[src/rtl/pwm_audio_capture.sv]
// PWM audio capture: measures the high time of each PWM frame and queues it as a sample.
// Build option: define PWM_CAP_FIFO_EN for a 4-entry FIFO; otherwise a single holding register.
module pwm_audio_capture #(
  parameter int PWM_PERIOD = 256,
  parameter int SAMPLE_W   = 8
) (
  input  logic                HCLK,
  input  logic                HRESET,
  input  logic                pwm_in,
  input  logic                enable,
  output logic                out_valid,
  input  logic                out_ready,
  output logic [SAMPLE_W-1:0] out_data,
  output logic                overflow,
  input  logic                clr_ovf,
  output logic                busy
);

  localparam int FW = $clog2(PWM_PERIOD);
  localparam int CW = FW + 1;
  localparam int MW = (CW > SAMPLE_W) ? CW : SAMPLE_W;
  localparam logic [FW-1:0] LAST = FW'(PWM_PERIOD - 1);

  typedef enum logic [1:0] {IDLE, ARM, RUN} state_t;

  function automatic logic [SAMPLE_W-1:0] sat_sample(input logic [CW-1:0] cnt);
    logic [MW-1:0] ext;
    logic [MW-1:0] lim;
    ext = MW'(cnt);
    lim = MW'({SAMPLE_W{1'b1}});
    sat_sample = (ext > lim) ? lim[SAMPLE_W-1:0] : ext[SAMPLE_W-1:0];
  endfunction

  logic                sync1_q, pwm_s_q, pwm_prev_q;
  state_t              state_q, state_d;
  logic [FW-1:0]       frm_q, frm_d;
  logic [CW-1:0]       hi_q, hi_d;
  logic                push_q, push_d;
  logic [SAMPLE_W-1:0] sample_q, sample_d;
  logic                rise;
  logic                pop;
  logic                full;
  logic                accept;
  logic                overflow_q;

  assign rise = pwm_s_q & ~pwm_prev_q;

  always_ff @(posedge HCLK or posedge HRESET) begin
    if (HRESET) begin
      sync1_q    <= 1'b0;
      pwm_s_q    <= 1'b0;
      pwm_prev_q <= 1'b0;
      state_q    <= IDLE;
      frm_q      <= '0;
      hi_q       <= '0;
      push_q     <= 1'b0;
      sample_q   <= '0;
    end else begin
      sync1_q    <= pwm_in;
      pwm_s_q    <= sync1_q;
      pwm_prev_q <= pwm_s_q;
      state_q    <= state_d;
      frm_q      <= frm_d;
      hi_q       <= hi_d;
      push_q     <= push_d;
      sample_q   <= sample_d;
    end
  end

  // The arming edge is frame cycle 0 and already counts as high, so RUN starts at cycle 1.
  always_comb begin
    state_d  = state_q;
    frm_d    = frm_q;
    hi_d     = hi_q;
    push_d   = 1'b0;
    sample_d = sample_q;
    case (state_q)
      IDLE: begin
        frm_d = '0;
        hi_d  = '0;
        if (enable) state_d = ARM;
      end
      ARM: begin
        if (!enable) begin
          state_d = IDLE;
        end else if (rise) begin
          state_d = RUN;
          frm_d   = FW'(1);
          hi_d    = CW'(1);
        end
      end
      RUN: begin
        if (!enable) begin
          state_d = IDLE;
          frm_d   = '0;
          hi_d    = '0;
        end else if (frm_q == LAST) begin
          push_d   = 1'b1;
          sample_d = sat_sample(hi_q + CW'(pwm_s_q));
          frm_d    = '0;
          hi_d     = '0;
        end else begin
          frm_d = frm_q + FW'(1);
          hi_d  = hi_q + CW'(pwm_s_q);
        end
      end
      default: state_d = IDLE;
    endcase
  end

  assign busy   = (state_q != IDLE);
  assign pop    = out_valid & out_ready;
  assign accept = push_q & (~full | pop);

`ifdef PWM_CAP_FIFO_EN
  logic [SAMPLE_W-1:0] mem_q [4];
  logic [1:0]          wr_q, rd_q;
  logic [2:0]          cnt_q;

  assign full      = (cnt_q == 3'd4);
  assign out_valid = (cnt_q != 3'd0);
  assign out_data  = out_valid ? mem_q[rd_q] : '0;

  always_ff @(posedge HCLK or posedge HRESET) begin
    if (HRESET) begin
      wr_q  <= '0;
      rd_q  <= '0;
      cnt_q <= '0;
    end else begin
      if (accept) wr_q <= wr_q + 2'd1;
      if (pop)    rd_q <= rd_q + 2'd1;
      case ({accept, pop})
        2'b10:   cnt_q <= cnt_q + 3'd1;
        2'b01:   cnt_q <= cnt_q - 3'd1;
        default: cnt_q <= cnt_q;
      endcase
    end
  end

  always_ff @(posedge HCLK) begin
    if (accept) mem_q[wr_q] <= sample_q;
  end
`else
  logic [SAMPLE_W-1:0] hold_q;
  logic                valid_q;

  assign full      = valid_q;
  assign out_valid = valid_q;
  assign out_data  = valid_q ? hold_q : '0;

  always_ff @(posedge HCLK or posedge HRESET) begin
    if (HRESET) begin
      valid_q <= 1'b0;
    end else if (accept) begin
      valid_q <= 1'b1;
    end else if (pop) begin
      valid_q <= 1'b0;
    end
  end

  always_ff @(posedge HCLK) begin
    if (accept) hold_q <= sample_q;
  end
`endif

  // A fresh drop outranks a coincident clear.
  always_ff @(posedge HCLK or posedge HRESET) begin
    if (HRESET) begin
      overflow_q <= 1'b0;
    end else if (push_q && full && !pop) begin
      overflow_q <= 1'b1;
    end else if (clr_ovf) begin
      overflow_q <= 1'b0;
    end
  end

  assign overflow = overflow_q;

endmodule
[config.mk]
export PLATFORM = sky130hd
export DESIGN_NAME = pwm_audio_capture
export DESIGN_NICKNAME = d
export VERILOG_FILES = /design/src/rtl/pwm_audio_capture.sv
export SDC_FILE = /design/constraint.sdc
export NUM_CORES = 1
export LEC_CHECK = 0
export CORE_MARGIN = 1.5
export CORE_UTILIZATION = 35
export DETAILED_ROUTE_END_ITERATION = 10
export MAX_ROUTING_LAYER = met4
export PLACE_DENSITY_LB_ADDON = 0.2
export SKIP_LAST_GASP = 1
export SLEW_MARGIN = 20
export SYNTH_ARGS = -nofsm -noshare
export SYNTH_HDL_FRONTEND = slang
export SYNTH_SLANG_ARGS = --single-unit
[constraint.sdc]
create_clock -name HCLK -period 1.8 [get_ports HCLK]
set_input_delay 0.54 -clock HCLK [delete_from_list [all_inputs] [get_ports HCLK]]
set_output_delay 0.54 -clock HCLK [all_outputs]
set_load 0.005 [all_outputs]
==> impl_metrics.json <==
{
  "stdcell_count": 297,
  "gp_congestion": 0.891,
  "syn_avg_cell_area_sq_um": 11.1,
  "port_buffers": 16,
  "synth.distinct_cells": 45,
  "setup_tns_ps": -672,
  "grt.met1_usage_pct": 17.3,
  "max_stage_delay_ps": 490,
  "cts_tree": "built",
  "violations": "negative setup slack",
  "cts.sinks": 41,
  "cts_setup_buffers": 0,
  "drv_cap": 0,
  "largest-register": "hi_q",
  "top_cells_by_count": "dfrtp_1, nor2_1, o21ai_0",
  "hold_start": "sync1_q$_DFF_PP0_",
  "wl_met2_mm": 1.99,
  "hold_path_depth": 0,
  "top_cell_area_share_pct": 40.8,
  "p_per_area_nw_per_um2": 1020,
  "start_kind": "flop",
  "outcome": "complete, but fails checks",
  "n_all_buffers": 39,
  "cp_cell_sequence": "and2_1, clkdlybuf4s50_1",
  "dpl_worst_slack_ps": -331,
  "seq_area_share_pct": 40.5,
  "top_cell": "dfrtp_1",
  "num-fill-cells": 523,
  "wl_met3_um": 157,
  "grt_pass1_wl_mm": 7.29,
  "place_area_sq_um": 2450,
  "simple_gate_area_share_pct": 19.0,
  "netlist_area_sq_um": 2020,
  "p_leak_nw": 1.18,
  "grt_max_degree": 34,
  "p_total_mw": 2.69,
  "seq_area_sq_um": 1070,
  "rows": 27,
  "fp_nets": 196,
  "logic_family": "simple AND/OR/NAND/NOR gates",
  "tapCellCount": 72,
  "ys_cells": 183,
  "overflow": 0,
  "design_area_sq_um": 2640,
  "comb_area_share_pct": 35.5,
  "hold_viol": 0,
  "synth-async-reset-ratio_pct": 80.5,
  "antenna_cells": 0,
  "path_clk_slew_ps": 80,
  "num-nets-final": 237,
  "clock_latency_ps": 300,
  "met3_usage_pct": 3.56,
  "ant_nets": 0,
  "crit_start": "out_valid$_DFFE_PP0P_",
  "crit_path_max_fanout": 10,
  "area_growth_pct": 30.3,
  "buf_share_pct": 14.3,
  "crit_path_end": "out_data[3]",
  "aoi_share_pct": 17.9,
  "top_cells_by_area": "dfrtp_1, edfxtp_1, ha_1",
  "fin_ws_ps": -91.7,
  "htreeDepth": 2,
  "finalSetupViolations": 8,
  "finalClockSkew_ps": 12.1,
  "ys.warnings.count": 0,
  "worstSetupPathType": "flop to output port",
  "biggestCellCategory": "sequential cells",
  "antenna_found_initial": 0,
  "tool_warnings": 31,
  "reg2reg_to": "hi_q[4]$_DFFE_PP0P_",
  "adder_share_pct": 4.33,
  "reg2reg_depth": 6,
  "nNonClkInverters": 9,
  "cts_buffers": 5,
  "chipArea_sq_um": 6250,
  "slew_headroom_pct": 73.8,
  "die_height_um": 79.0,
  "edf_count": 8,
  "drv_slew": 0,
  "ys_seq_share_pct": 52.7,
  "fp_util_pct": 36.5,
  "final-comb-area_sq_um": 935,
  "drt-met1-wl_mm": 1.76,
  "die_width_um": 79.0,
  "ys_sh_xor_pct": 2.16,
  "flops": 41,
  "synthCells": 183,
  "endpoint_kind": "output port"
}
[layout by cell type (no fill, tap or decap), types with 5 or more instances in the layout]
cell,count
clkdlybuf4s50_1,14
nand2_1,8
nand3_1,7
inv_1,7
nor2_1,15
o21ai_0,12
and2_1,9
a22o_1,7
edfxtp_1,8
ha_1,5
a21oi_2,8
dfrtp_1,32
clkbuf_8,5
buf_4,19
[power by group]
group          switching, mW  internal (mW)
clock network          0.320          0.551
registers             0.0321          0.986
logic                  0.421          0.382
[per-stage QoR]
step | hold WS (ps) | util, %
after floorplan | 331 | -
after global placement | 346 | 44.2
after detailed placement | 348 | 44.2
after CTS | 366 | 46.7
after global routing | 372 | 47.6
final | 363 | 47.6
[worst max-delay path: cells and delay by family (launching register included)]
kind          cells  cell delay, ps
flops             1             430
buf+inv           1             490
simple gates      1             140
Figure 1. Routed clock nets over the placement.
Scale bar: 20 um.
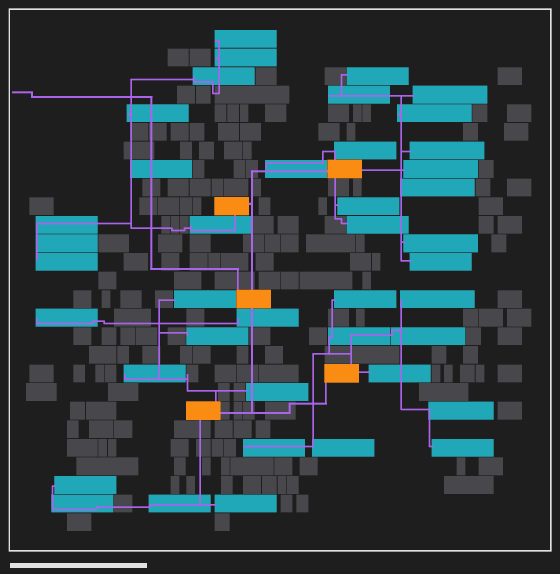
- orange: clock-net drivers (count 5)
- cyan: flip-flops (count 41)
- purple: clock wires (length 509 um)
- flops lie: spread over the die

Figure 2. Logic cells by family.
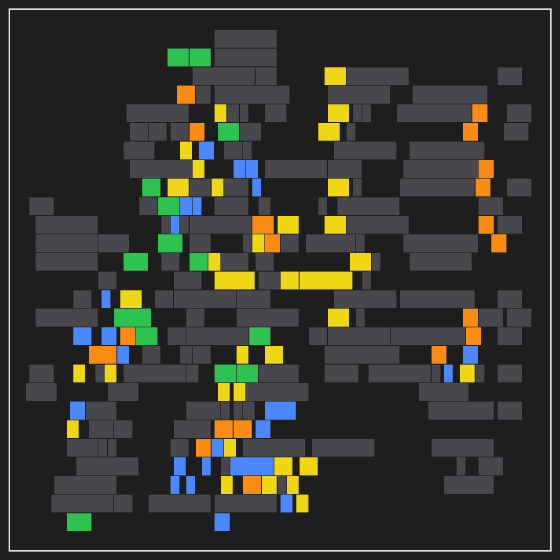
- green: non-inverting ao/oa cells (cells 14)
- blue: nand cells (cells 24)
- yellow: aoi and oai cells (cells 34)
- orange: and/or cells (cells 19)

Figure 3. Register map, names as in the netlist.
Other sequential cells in the stronger grey, the rest of the logic in the fainter grey.
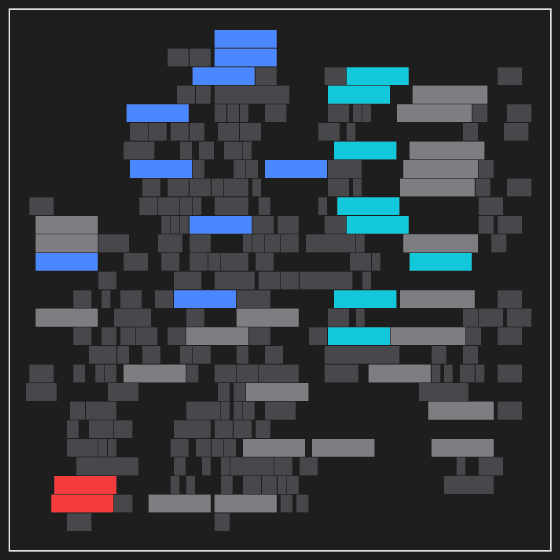
- cyan: `sample_q` (flops 8)
- red: `state_q` (flops 2)
- blue: `hi_q` (flops 9)
- not coloured: 22

Figure 4. Cell sizes after repair.
Scale bar: 20 um.
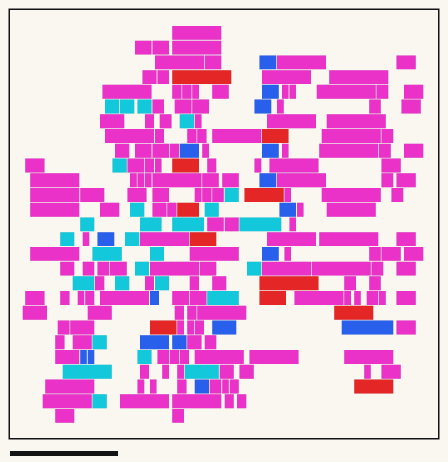
- red: x6 and larger (cells 11; most used clkbuf_8)
- magenta: x1 and smaller (cells 170; most used dfrtp_1)
- cyan: x3 and x4 (cells 27; most used buf_4)
- blue: x2 (cells 17; most used a21oi_2)

